$ cat src/rtl/ram_arbiter_pkg.sv
// ram_arbiter_pkg: shared FSM state encoding and port-select constants for the RAM arbiter.
package ram_arbiter_pkg;
  typedef enum logic [1:0] {IDLE, ACCESS, RESP} state_t;
  localparam logic PORT_A = 1'b0;
  localparam logic PORT_B = 1'b1;
endpackage

$ cat src/rtl/ram_arbiter_if.sv
// ram_arbiter_if: requester-side bus for the instruction-fetch (A) and load/store (B) ports.
interface ram_arbiter_if #(parameter int AW = 10);
  logic          a_req;
  logic [AW-1:0] a_addr;
  logic          a_ack;
  logic [31:0]   a_rdata;
  logic          b_req;
  logic          b_we;
  logic [AW-1:0] b_addr;
  logic [31:0]   b_wdata;
  logic          b_ack;
  logic [31:0]   b_rdata;
  modport master (output a_req, a_addr, b_req, b_we, b_addr, b_wdata,
                  input  a_ack, a_rdata, b_ack, b_rdata);
  modport slave  (input  a_req, a_addr, b_req, b_we, b_addr, b_wdata,
                  output a_ack, a_rdata, b_ack, b_rdata);
endinterface

$ cat src/rtl/ram_arbiter.sv
// ram_arbiter: round-robin two-port arbiter serialising accesses to a single-port RAM, one access per 3 cycles.
module ram_arbiter
  import ram_arbiter_pkg::*;
#(
  parameter int profundidad = 1024,
  localparam int AW = $clog2(profundidad)
) (
  input  logic          clk,
  input  logic          rst_n,
  ram_arbiter_if.slave  bus,
  output logic [AW-1:0] ram_address,
  output logic [31:0]   ram_write_data,
  output logic          ram_MemWrite,
  output logic          ram_MemRead,
  input  logic [31:0]   ram_read_data
);
  state_t        state, state_nxt;
  logic          prio, sel, we_q, gnt;
  logic [AW-1:0] addr_q;
  logic [31:0]   wdata_q, a_rdata_q, b_rdata_q;
  always_ff @(posedge clk or negedge rst_n)
    if (!rst_n) state <= IDLE;
    else        state <= state_nxt;
  always_comb begin
    gnt          = bus.b_req & (~bus.a_req | prio);
    state_nxt    = state == IDLE ? ((bus.a_req | bus.b_req) ? ACCESS : IDLE) :
                   state == ACCESS ? RESP : IDLE;
    ram_MemWrite = state == ACCESS && we_q;
    ram_MemRead  = state == ACCESS && !we_q;
    bus.a_ack    = state == RESP && sel == PORT_A;
    bus.b_ack    = state == RESP && sel == PORT_B;
  end
  // Request fields are captured once at grant so later input changes cannot disturb the access.
  always_ff @(posedge clk or negedge rst_n)
    if (!rst_n) begin
      prio      <= PORT_A;
      sel       <= PORT_A;
      we_q      <= 1'b0;
      addr_q    <= '0;
      wdata_q   <= '0;
      a_rdata_q <= '0;
      b_rdata_q <= '0;
    end else begin
      if (state == IDLE && (bus.a_req || bus.b_req)) begin
        sel     <= gnt;
        addr_q  <= gnt ? bus.b_addr : bus.a_addr;
        we_q    <= gnt & bus.b_we;
        wdata_q <= gnt ? bus.b_wdata : '0;
      end
      if (state == ACCESS && !we_q) begin
        if (sel == PORT_B) b_rdata_q <= ram_read_data;
        else               a_rdata_q <= ram_read_data;
      end
      if (state == RESP) prio <= ~sel;
    end
  assign bus.a_rdata    = a_rdata_q;
  assign bus.b_rdata    = b_rdata_q;
  assign ram_address    = addr_q;
  assign ram_write_data = wdata_q;
endmodule

$ cat src/flat_wrapper.sv
// flat-port wrapper written by rule: the top's interface ports become plain ports
module ram_arbiter_flat import ram_arbiter_pkg::*;
#(
  parameter int profundidad = 1024,
  localparam int AW = $clog2(profundidad)
)
  (clk, rst_n, ram_address, ram_write_data, ram_MemWrite, ram_MemRead, ram_read_data, bus_a_req, bus_a_addr, bus_b_req, bus_b_we, bus_b_addr, bus_b_wdata, bus_a_ack, bus_a_rdata, bus_b_ack, bus_b_rdata);
  ram_arbiter_if #(.AW(10)) bus_i ();
  input  logic clk;
  input  logic rst_n;
  output logic [AW-1:0] ram_address;
  output logic [31:0] ram_write_data;
  output logic ram_MemWrite;
  output logic ram_MemRead;
  input  logic [31:0] ram_read_data;
  input wire logic [$bits(bus_i.a_req)-1:0] bus_a_req;
  input wire logic [$bits(bus_i.a_addr)-1:0] bus_a_addr;
  input wire logic [$bits(bus_i.b_req)-1:0] bus_b_req;
  input wire logic [$bits(bus_i.b_we)-1:0] bus_b_we;
  input wire logic [$bits(bus_i.b_addr)-1:0] bus_b_addr;
  input wire logic [$bits(bus_i.b_wdata)-1:0] bus_b_wdata;
  output wire logic [$bits(bus_i.a_ack)-1:0] bus_a_ack;
  output wire logic [$bits(bus_i.a_rdata)-1:0] bus_a_rdata;
  output wire logic [$bits(bus_i.b_ack)-1:0] bus_b_ack;
  output wire logic [$bits(bus_i.b_rdata)-1:0] bus_b_rdata;
  assign bus_i.a_req = bus_a_req;
  assign bus_i.a_addr = bus_a_addr;
  assign bus_i.b_req = bus_b_req;
  assign bus_i.b_we = bus_b_we;
  assign bus_i.b_addr = bus_b_addr;
  assign bus_i.b_wdata = bus_b_wdata;
  assign bus_a_ack = bus_i.a_ack;
  assign bus_a_rdata = bus_i.a_rdata;
  assign bus_b_ack = bus_i.b_ack;
  assign bus_b_rdata = bus_i.b_rdata;
  ram_arbiter #(.profundidad(profundidad)) u_core (.clk(clk), .rst_n(rst_n), .bus(bus_i), .ram_address(ram_address), .ram_write_data(ram_write_data), .ram_MemWrite(ram_MemWrite), .ram_MemRead(ram_MemRead), .ram_read_data(ram_read_data));
endmodule
$ cat config.mk
export PLATFORM = sky130hd
export DESIGN_NAME = ram_arbiter_flat
export DESIGN_NICKNAME = d
export VERILOG_FILES = /design/src/rtl/ram_arbiter_pkg.sv /design/src/rtl/ram_arbiter_if.sv /design/src/rtl/ram_arbiter.sv /design/src/flat_wrapper.sv
export SDC_FILE = /design/constraint.sdc
export NUM_CORES = 1
export LEC_CHECK = 0
export ABC_AREA = 1
export CAP_MARGIN = 40
export CELL_PAD_IN_SITES_DETAIL_PLACEMENT = 1
export CELL_PAD_IN_SITES_GLOBAL_PLACEMENT = 1
export CORE_MARGIN = 1
export CORE_UTILIZATION = 31
export CTS_CLUSTER_DIAMETER = 120
export CTS_CLUSTER_SIZE = 40
export DETAILED_ROUTE_END_ITERATION = 7
export PLACE_DENSITY = 0.81
export SETUP_SLACK_MARGIN = 0.05
export SYNTH_ARGS = -nofsm -noshare
export SYNTH_HDL_FRONTEND = slang
export SYNTH_SLANG_ARGS = --single-unit
$ cat constraint.sdc
create_clock -name clk -period 1.55 [get_ports clk]
set_input_delay 0.465 -clock clk [delete_from_list [all_inputs] [get_ports clk]]
set_output_delay 0.465 -clock clk [all_outputs]
set_load 0.1 [all_outputs]
==> run_1/metal_stack.png <==
Scale: 3 px per um. Two of the layers only.
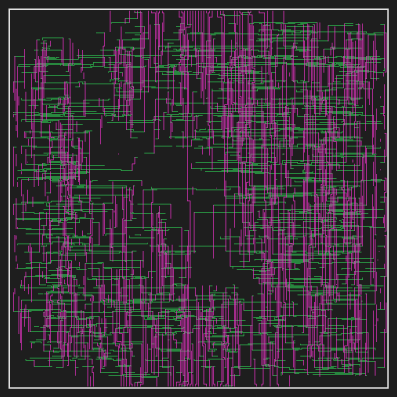
[green] met1 | wire length: 7400 um
[magenta] met2 | wire length: 10200 um

==> run_1/final_placement.png <==
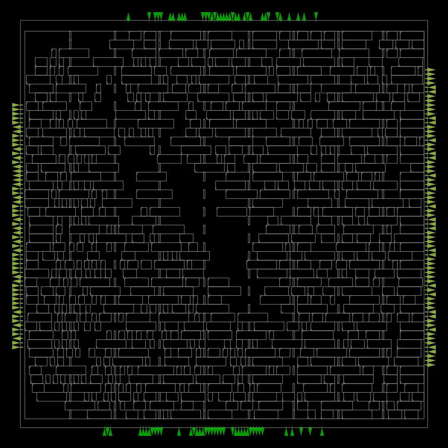
Seq/total area: 30.07%
non-filler instance count after layout: 895

==> run_1/zoom.png <==
Region (43, 43) to (83, 83) um. Cells in gray, sequential cells in the stronger gray; small squares are vias.
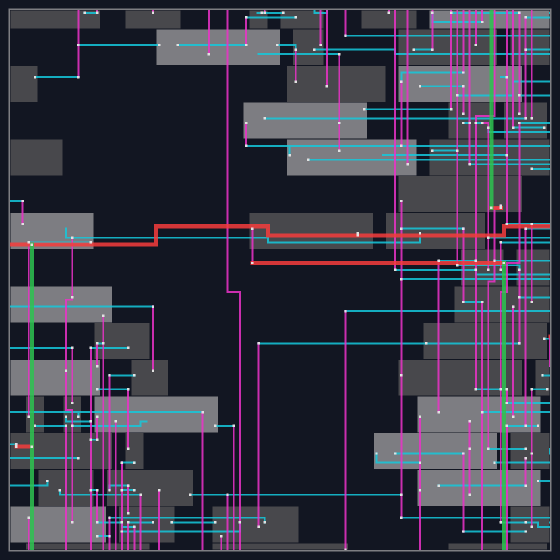
[cyan] met1
[red] met3
[magenta] met2
[green] met4
cells with their middle in the window: 44
sequential cells in the window: 13
netlist names of flops here include: `u_core.bus.b_rdata` (5), `u_core.bus.a_rdata` (3), `u_core.state` (2)
most frequent: dfrtp_1 (10), o21ai_2 (6), clkbuf_16 (6)

==> summary.txt, run 1 <==
initial antenna violation count: 0
die height: 125.8 um
# DRC: 0
vias per std cell: 4.886
Tightest Hold Check Type: in -> async
met2 WL: 10.23 mm
CTS max path bufs: 2
DR WL/cell: 21.33 um
tool warnings: 29
Critical Path Source Type: flip-flop
Clk pin slew, worst setup/hold paths: 70 ps
post-layout util: 63.03%
Yosys top cell by instances: nand2_1
initial detailed-routing violation count: 181
Req. time, crit path: 1080 ps
# IOs: 199
first-pass GRT wire length: 24.21 mm
Syn. warnings: 0
Syn Inst Count: 490
share of cells above drive strength 1: 44.44%
top cells, area: dfrtp_1 (58%), nand2_1 (13%), o21ai_2 (11%)
Port Buffers: 198
width of the die: 125.8 um
Worst Clk Skew: 12.95 ps
Mapped Nets: 579
YS chip area: 4748 um2
Mean Syn Cell Area: 9.690 um2
met3 WL: 1.080 mm
final hold violation count: 0
Inserted Clock Buffers: 9
Final WS setup: -197.8 ps
failing checks: setup timing
Post-synth seq share: 58.50%
clock sink count: 111
R2R setup slack: -40 ps
post-synthesis cell area: 4748 um2
total number of vias: 4373
ys cells: 490
ys flops: 111
antenna cells: 0
kind of critical path: reg -> out
hold slack final: 542.1 ps
post-synth cell types: 17
CP startpoint: u_core.we_q
outcome: complete, but fails checks
Top cell area share: 58.50%
Least-Margin Pin Slew: 345.9 ps
CTS tree: done
Setup violations, final: 25
total core area: 14750 um2
max_cap viols: 0
WL met1: 7.399 mm
Final Cycle Share: 112.8%
Slew Viols, Final: 0
number of enable flip-flop cells: 0
area leader, netlist: dfrtp_1
R2R depth: 8
critical path peak fanout: 2
gr ovfl total: 0
Max Freq: 0.5721 GHz
Die Footprint: 15820 um2
ys flop type: dfrtp_1
Row Count: 44
area grow syn2layout: 95.84%
top cells by count: nand2_1 (165), dfrtp_1 (111), o21ai_2 (60), inv_1 (55), nand3_1 (53)
final net count: 795
fraction of registers with async set or reset after synthesis: 100.0%
number of global-route vias before repair: 4557
Tot GR Track Use: 19.49%
Antenna Nets Post-Route: 0
RSZ-0062 raised after global routing: yes
GP Congestion: 0.7648
R2R Path End: u_core.bus.a_rdata[1]
setup_tns: -998.1 ps
CP Capture Point: ram_MemRead
1st-pass router iterations: 6
max_slew headroom: 76.94%
CP arrival: 1280 ps
FP Core Util: 32.18%
RR Startpoint: u_core.state[0]
critical path endpoint category: output port
pin count of the biggest net entering global routing: 65
top layer in use: met4
Late-Pin Clk Latency: 360 ps
Detailed Route WL: 19.09 mm
shortest period the worst path allows: 1748 ps
H-tree Lvls: 3
CTS Root Cell: clkbuf_16
Final HPWL DP: 10.95 mm
run 1: kinds of logic (layout without fill, tap and decap cells):
| logic type | Yosys count | after routing | synth area share [%] |
|---|---|---|---|
| AOI/OAI and AO/OA | 66 | 66 | 11.70 |
| DFF | 111 | 111 | 58.50 |
| and+or+nand+nor | 227 | 227 | 20.18 |
| buffers and inverters | 86 | 307 | 9.618 |
run 1: state kept, by name (all words and copies together) (netlist names):
name and count:
u_core.prio 1, u_core.we_q 1, u_core.ram_write_data 32, u_core.bus.b_rdata 32
u_core.bus.a_rdata 32, u_core.sel 1, u_core.ram_address 10, u_core.state 2
run 1: area by class of cell:
| cell class | instances | area [um2] |
|---|---|---|
| clock buffers | 10 | 229.0 |
| clock inverters | 6 | 108.9 |
| fillers | 1437 | 5455 |
| inverters | 59 | 229.0 |
| multi-input cells | 293 | 2041 |
| flip-flops and latches | 111 | 2796 |
| well taps | 184 | 230.2 |
| repair buffers | 232 | 3665 |
run 1: worst min path at each step:
stage                                      start                     end  cells after the start
final                                      rst_n  u_core.bus.a_rdata[11]                      2
after global routing                       rst_n  u_core.bus.a_rdata[11]                      2
after CTS                 u_core.bus.b_rdata[23]  u_core.bus.b_rdata[23]                      2
after detailed placement                   rst_n  u_core.bus.a_rdata[19]                      1
after global placement                     rst_n  u_core.bus.a_rdata[19]                      1
after floorplan                            rst_n   u_core.bus.a_rdata[0]                      0
run 1: critical path, cell delays in order (launching register included):
cell and delay, ps:
dfrtp_1 400, buf_6 130, nor3_4 200, buf_12 200
run 1: cells in the final DEF, fill, tap and decap left out:
cell / count
o21ai_1: 3
o21ai_4: 1
nand2_2: 7
nand2_8: 1
inv_1: 53
clkbuf_1: 1
inv_4: 1
nand2_4: 58
clkdlybuf4s50_1: 87
a21oi_1: 1
buf_4: 7
buf_16: 2
nor3_4: 2
nor2_4: 4
nand3_1: 53
clkinv_2: 2
nor2_1: 1
buf_6: 7
clkbuf_16: 17
nand3_4: 2
nand2_1: 99
dfrtp_1: 96
dfrtp_2: 15
o21ai_2: 61
clkinv_4: 2
buf_12: 119
inv_2: 4
buf_8: 1
dlygate4sd3_1: 1
bufinv_16: 3
run 1: per-layer routing:
layer	global-route usage, %	vias to the layer above
li1	-	1964
met1	23.36	2225
met2	34.80	156
met3	4.503	28
met4	5.741	0
met5	0	-
run 1: per-stage QoR:
step | cell area, um2 | setup WS (ps) | instances
after floorplan | 4787 | -174.7 | 490
after global placement | 8053 | -206.0 | 858
after detailed placement | 8053 | -341.9 | 858
after CTS | 8447 | -214.6 | 878
after global routing | 9299 | -248.0 | 895
final | 9299 | -197.8 | 895
run 1: timing repair:
action,CTS,global route
gates resized,8,155
cloned,0,15
endpoints found under the setup margin,11,96
setup buffers,3,2
pin swaps,1,4
hold endpoints to repair,17,0
hold buffers,1,0
==> run 1 -> run 2 <==
Settings changed: CORE_ASPECT_RATIO from default to 0.6.
==> run_2/metal_stack.png <==
Scale: 3 px per um. Two of the layers only.
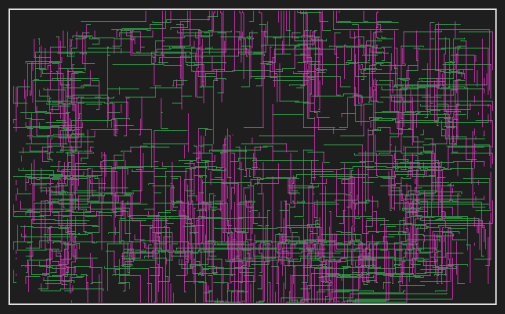
Detailed Route WL: 15.99 mm
total number of vias: 4220
Tot GR Track Use: 20.76%
DR WL/cell: 17.83 um

==> run_2/met2.png <==
Scale: 3 px per um.
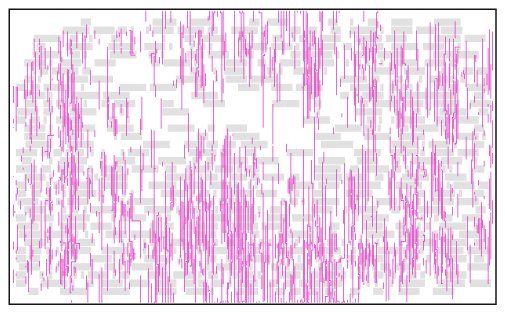
wire length on this layer: 8250 um
main direction: vertical
longest straight run: 46.6 um
nets with wire on the layer: 718

==> run 2 against run 1 <==
Against the previous run: the run still ends with setup timing left; maximum frequency shrank 0.72%; sequential share of layout area grew 2.6 points; core utilization shrank 5.1 points; worst hold slack lost 430 ps; critical path depth is the same; critical path type unchanged; critical endpoint unchanged; largest cell class unchanged.
==> summary.txt, run 2 <==
outcome: complete, but fails checks (unchanged)
failing checks: setup timing (unchanged)
ys cells: 490 (unchanged)
most frequent cells in the layout: nand2_1 (164), buf_12 (119), dfrtp_1 (108), clkdlybuf4s50_1 (87), o21ai_2 (60) (was buf_12 (119), nand2_1 (99), dfrtp_1 (96), clkdlybuf4s50_1 (87), o21ai_2 (61))
initial antenna violation count: 0 (unchanged)
Slew Viols, Final: 0 (unchanged)
fill count: 1541 (was 1437)
GP Congestion: 0.8197 (was 0.7648)
post-synth cell types: 17 (unchanged)
Top cell area share: 58.50% (unchanged)
initial detailed-routing violation count: 216 (was 181)
Syn. warnings: 0 (unchanged)
critical path peak fanout: 4 (was 2)
RSZ-0062 raised after global routing: yes (unchanged)
Final Cycle Share: 113.6% (was 112.8%)
Setup violations, final: 4 (was 25)
Clk pin slew, worst setup/hold paths: 80 ps (was 70 ps)
Row Count: 34 (was 44)
share of cells above drive strength 1: 32.47% (was 44.44%)
met2 WL: 8.245 mm (was 10.23 mm)
Port Buffers: 198 (unchanged)
fraction of registers with async set or reset after synthesis: 100.0% (unchanged)
Late-Pin Clk Latency: 340 ps (was 360 ps)
CTS tree: done (unchanged)
area leader, netlist: dfrtp_1 (unchanged)
tool warnings: 29 (unchanged)
# IOs: 199 (unchanged)
ys flops: 111 (unchanged)
kind of critical path: reg -> out (unchanged)
ys flop type: dfrtp_1 (unchanged)
Yosys top cell by instances: nand2_1 (unchanged)
max_slew headroom: 76.16% (was 76.94%)
Antenna Nets Post-Route: 0 (unchanged)
Post-DP Area: 8113 um2 (was 8053 um2)
top cells by count: nand2_1 (165), dfrtp_1 (111), o21ai_2 (60), inv_1 (55), nand3_1 (53) (unchanged)
Worst Clk Skew: 9.971 ps (was 12.95 ps)
top layer in use: met4 (unchanged)
final hold violation count: 0 (unchanged)
Worst path most repeated cell: buf_12
Syn Inst Count: 490 (unchanged)
Tightest Hold Check Type: in -> async (unchanged)
die height: 97.87 um (was 125.8 um)
first-pass GRT wire length: 25.59 mm (was 24.21 mm)
met3 WL: 903 um (was 1.080 mm)
1st-pass router iterations: 4 (was 6)
Least-Margin Pin Slew: 357.5 ps (was 345.9 ps)
FP Core Util: 32.26% (was 32.18%)
post-synthesis cell area: 4748 um2 (unchanged)
pin count of the biggest net entering global routing: 60 (was 65)
Top cell excl fill/tap: nand2_1 (was buf_12)
delay of the slowest critical-path stage: 460 ps (was 400 ps)
vias per std cell: 4.705 (was 4.886)
Mean Syn Cell Area: 9.690 um2 (unchanged)
Final WS setup: -210.6 ps (was -197.8 ps)
hold_buf cts: 0 (was 1)
antenna cells: 0 (unchanged)
Inserted Clock Buffers: 9 (unchanged)
Post-synth seq share: 58.50% (unchanged)
Max Freq: 0.5680 GHz (was 0.5721 GHz)
Critical Path Source Type: flip-flop (unchanged)
crit-path cells: buf_12 -> nor3_4 -> buf_12 (was buf_6 -> nor3_4 -> buf_12)
H-tree Lvls: 3 (unchanged)
number of enable flip-flop cells: 0 (unchanged)
Final HPWL DP: 12.20 mm (was 10.95 mm)
WL met1: 6.639 mm (was 7.399 mm)
cell area after layout: 8522 um2 (was 9299 um2)
Req. time, crit path: 1080 ps (about the same)
CTS Root Cell: clkbuf_16 (unchanged)
CTS max path bufs: 2 (unchanged)
total core area: 14720 um2 (was 14750 um2)
CP max-delay cell: dfrtp_2 (was dfrtp_1)
final net count: 783 (was 795)
width of the die: 161.8 um (was 125.8 um)
top cells, area: dfrtp_1 (58%), nand2_1 (13%), o21ai_2 (11%) (unchanged)
Die Footprint: 15830 um2 (was 15820 um2)
YS chip area: 4748 um2 (unchanged)
Mapped Nets: 579 (unchanged)
CP arrival: 1300 ps (was 1280 ps)
gr ovfl total: 0 (unchanged)
shortest period the worst path allows: 1761 ps (was 1748 ps)
number of global-route vias before repair: 4717 (was 4557)
critical path endpoint category: output port (unchanged)
clock sink count: 111 (unchanged)
max_cap viols: 0 (unchanged)
area grow syn2layout: 79.47% (was 95.84%)
setup_tns: -685.3 ps (was -998.1 ps)
# DRC: 0 (unchanged)
-- run 2: stage by stage --
| stage | hold slack, ps | util (%) | cells | setup slack [ps] |
|---|---|---|---|---|
| 3_5_place_dp | 501.7 | 55.12 | 876 | -235.9 |
| 4_1_cts | 122.7 | 57.56 | 895 | -214.9 |
| 6_report | 110.1 | 57.90 | 897 | -210.6 |
| 3_3_place_gp | 485.0 | 55.12 | 876 | -135.0 |
| 2_1_floorplan | 169.4 | - | 490 | -174.7 |
| 5_1_grt | 136.7 | 57.90 | 897 | -253.8 |
-- run 2: path summary, 6_finish.rpt --
check / from / endpoint / slack (ps) / cells past startpoint
max: u_core.state[1] / ram_MemRead / -210 / 3
min in group clk: u_core.bus.b_rdata[18] / u_core.bus.b_rdata[18] / 550 / 2
min reg2reg: u_core.bus.b_rdata[18] / u_core.bus.b_rdata[18] / 550 / 2
min: rst_n / u_core.ram_write_data[19] / 110 / 2
max reg2reg: u_core.state[1] / u_core.ram_write_data[27] / 90 / 8
max in group asynchronous: rst_n / u_core.state[1] / 1130 / 2
-- run 2: cells by family (layout without fill, tap and decap cells) --
logic type | count (synthesis) | in the layout | share of synthesized area [%]
buffers and inverters | 86 | 295 | 9.618
flip-flops | 111 | 111 | 58.50
AND/OR/NAND/NOR | 227 | 227 | 20.18
AND-OR/OR-AND | 66 | 66 | 11.70
-- run 2: area by class of cell --
type	instances	area [um2]	area share, %
clock inverters	6	73.82	0.8662
multi-input cells	293	1559	18.29
clock buffers	10	239.0	2.804
well taps	198	247.7	2.907
repair buffers	220	3395	39.83
inverters	59	226.5	2.657
flip-flops and latches	111	2781	32.64
-- run 2: worst max-delay path: cells and delay by family (launching register included) --
kind                   cells  cell delay, ps
AND/OR/NAND/NOR            1             150
buffers and inverters      2             350
flip-flops                 1             460
-- run 2: layer usage --
layer	GRT usage, %	vias to the layer above
met1	25.45	2132
li1	-	1941
met3	5.395	13
met2	36.38	134
met4	5.152	0
met5	0	-
-- run 2: repair_timing --
action,in CTS,in global routing
gates cloned,0,1
endpoints found under the setup margin,4,21
pin swaps,2,2
resized,6,5
setup buffers,3,1
==> run 2 -> run 3 <==
Settings changed: PLACE_DENSITY 0.81 to default, PLACE_DENSITY_LB_ADDON from default to 0.1.
==> run_3/met2.png <==
Scale: 3 px per um.
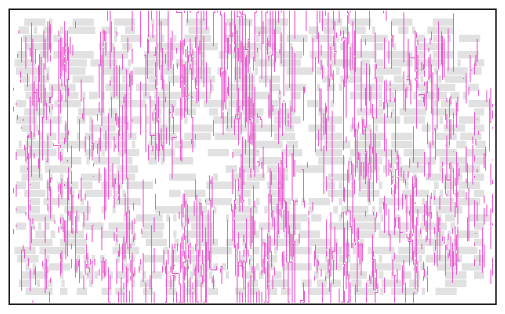
wire length on this layer: 7700 um
nets with wire on the layer: 687
longest straight run: 38.9 um
main direction: vertical

==> run_3/zoom.png <==
Region (61, 29) to (101, 69) um. Cells in gray, sequential cells in the stronger gray; small squares are vias.
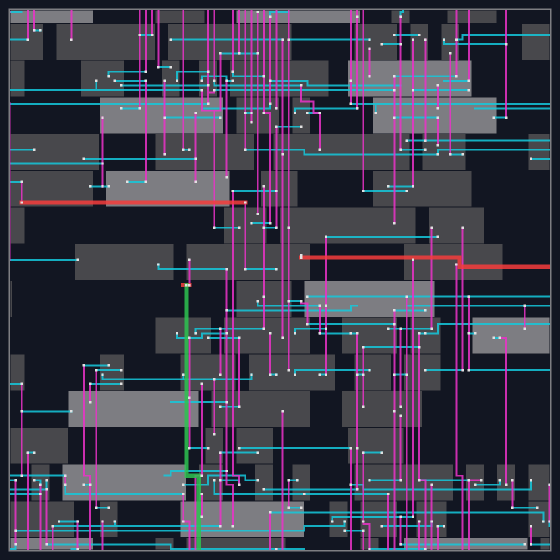
[red] met3
[green] met4
[magenta] met2
[cyan] met1
most frequent: buf_12 (11), nand2_1 (10), dfrtp_1 (6)
sequential cells in the window: 9
netlist names of flops here include: `u_core.bus.a_rdata` (2), `u_core.bus.b_rdata` (2), `u_core.state` (2)
cells with their middle in the window: 64

==> run 3 against run 2 <==
Against the previous run: the run still ends with setup timing left; core utilization increased by 1.2 points; critical path type unchanged; setup slack improved by 49 ps; critical endpoint is now ram_MemWrite; worst hold slack got worse by 63 ps; first-iteration DRC count decreased by 43%; non-clock buffer count increased by 5; die size unchanged; sequential cell count unchanged.
==> summary.txt, run 3 <==
Final Cycle Share: 110.4% (was 113.6%)
critical path peak fanout: 5 (was 4)
final net count: 788 (was 783)
cell area after layout: 8693 um2 (was 8522 um2)
CP arrival: 1250 ps (was 1300 ps)
Clk pin slew, worst setup/hold paths: 80 ps (about the same)
R2R Path End: u_core.bus.b_rdata[1] (was u_core.ram_write_data[27])
# DRC: 0 (unchanged)
Syn. warnings: 0 (unchanged)
kind of critical path: reg -> out (unchanged)
pin count of the biggest net entering global routing: 65 (was 60)
Mapped Nets: 579 (unchanged)
fill count: 1520 (was 1541)
total core area: 14720 um2 (unchanged)
antenna cells: 0 (unchanged)
Late-Pin Clk Latency: 340 ps (about the same)
YS chip area: 4748 um2 (unchanged)
max_slew headroom: 71.86% (was 76.16%)
Max Freq: 0.5844 GHz (was 0.5680 GHz)
shortest period the worst path allows: 1711 ps (was 1761 ps)
RR Startpoint: u_core.state[1] (unchanged)
Placed Cells: 876 (unchanged)
Setup violations, final: 4 (unchanged)
Post-DP Area: 8150 um2 (was 8113 um2)
Mean Syn Cell Area: 9.690 um2 (unchanged)
Req. time, crit path: 1080 ps (about the same)
delay of the slowest critical-path stage: 490 ps (was 460 ps)
met2 WL: 7.699 mm (was 8.245 mm)
Inserted Clock Buffers: 9 (unchanged)
outcome: complete, but fails checks (unchanged)
number of global-route vias before repair: 4509 (was 4717)
post-synth cell types: 17 (unchanged)
Slew Viols, Final: 0 (unchanged)
Port Buffers: 198 (unchanged)
Yosys top cell by instances: nand2_1 (unchanged)
die height: 97.87 um (unchanged)
R2R depth: 5 (was 8)
H-tree Lvls: 3 (unchanged)
CP max-delay cell: dfrtp_2 (unchanged)
non-filler instance count after layout: 902 (was 897)
Final HPWL DP: 11.10 mm (was 12.20 mm)
Syn Inst Count: 490 (unchanged)
Tot GR Track Use: 19.58% (was 20.76%)
post-synthesis cell area: 4748 um2 (unchanged)
failing checks: setup timing (unchanged)
Post-synth seq share: 58.50% (unchanged)
crit-path cells: nor3_4 -> buf_12 (was buf_12 -> nor3_4 -> buf_12)
critical path endpoint category: output port (unchanged)
R2R setup slack: 120 ps (was 90 ps)
width of the die: 161.8 um (unchanged)
first-pass GRT wire length: 24.44 mm (was 25.59 mm)
WL met1: 6.939 mm (was 6.639 mm)
CTS max path bufs: 2 (unchanged)
Final WS setup: -161.3 ps (was -210.6 ps)
Tightest Hold Check Type: in -> async (unchanged)
initial antenna violation count: 0 (unchanged)
clock sink count: 111 (unchanged)
Detailed Route WL: 15.85 mm (was 15.99 mm)
vias per std cell: 4.557 (was 4.705)
hold slack final: 46.98 ps (was 110.1 ps)
tool warnings: 29 (unchanged)
[run 3: cell counts after synthesis]
No cell type changed its count.
[run 3: metrics by stage]
step                      util (%)  setup WS (ps)
after global routing         59.06         -211.0
after detailed placement     55.37         -192.1
final                        59.06         -161.3
after global placement       55.37         -135.9
after floorplan                  -         -174.7
after CTS                    57.83         -176.9
[run 3: how the worst max path moves through the flow]
stage	from	to	slack (ps)	cells past startpoint
2_1_floorplan	u_core.state[1]	ram_MemRead	-170	1
3_3_place_gp	bus_a_req	u_core.ram_address[6]	-140	7
3_5_place_dp	bus_a_req	u_core.ram_address[1]	-190	7
4_1_cts	u_core.state[1]	ram_MemWrite	-180	2
5_1_grt	u_core.state[1]	ram_MemWrite	-210	2
6_report	u_core.state[1]	ram_MemWrite	-160	2
[run 3: area by class of cell]
| type | count | area [um2] | share of cell area [%] |
|---|---|---|---|
| clock inverter | 6 | 76.32 | 0.8780 |
| clock buffer | 10 | 239.0 | 2.749 |
| sequential | 111 | 2781 | 31.99 |
| multi-input combinational | 293 | 1584 | 18.22 |
| inverter | 59 | 224.0 | 2.576 |
| tap | 198 | 247.7 | 2.850 |
| timing repair buffer | 225 | 3541 | 40.73 |
[run 3: layer usage]
| layer | up-vias | GRT usage, % |
|---|---|---|
| met4 | 0 | 3.774 |
| li1 | 1950 | - |
| met1 | 2042 | 24.86 |
| met3 | 6 | 6.500 |
| met5 | - | 0 |
| met2 | 112 | 32.65 |
[run 3: cells by family (layout without fill, tap and decap cells)]
logic type      after synthesis  count (layout)  share of synthesized area, %
compound gates               66              66                         11.70
buf+inv                      86             300                         9.618
flops                       111             111                         58.50
simple gates                227             227                         20.18
[run 3: worst max-delay path, delay by kind of cell, from the launching register on]
family	cells	cell delay, ps
DFF	1	490
and+or+nand+nor	1	220
buffers and inverters	1	200
[run 3: what timing repair did]
item                       in CTS  in global routing
pin swaps                       3                  4
cloned                          0                  4
setup buffers                   4                  2
setup endpoints to repair       4                 52
resized                         7                  9
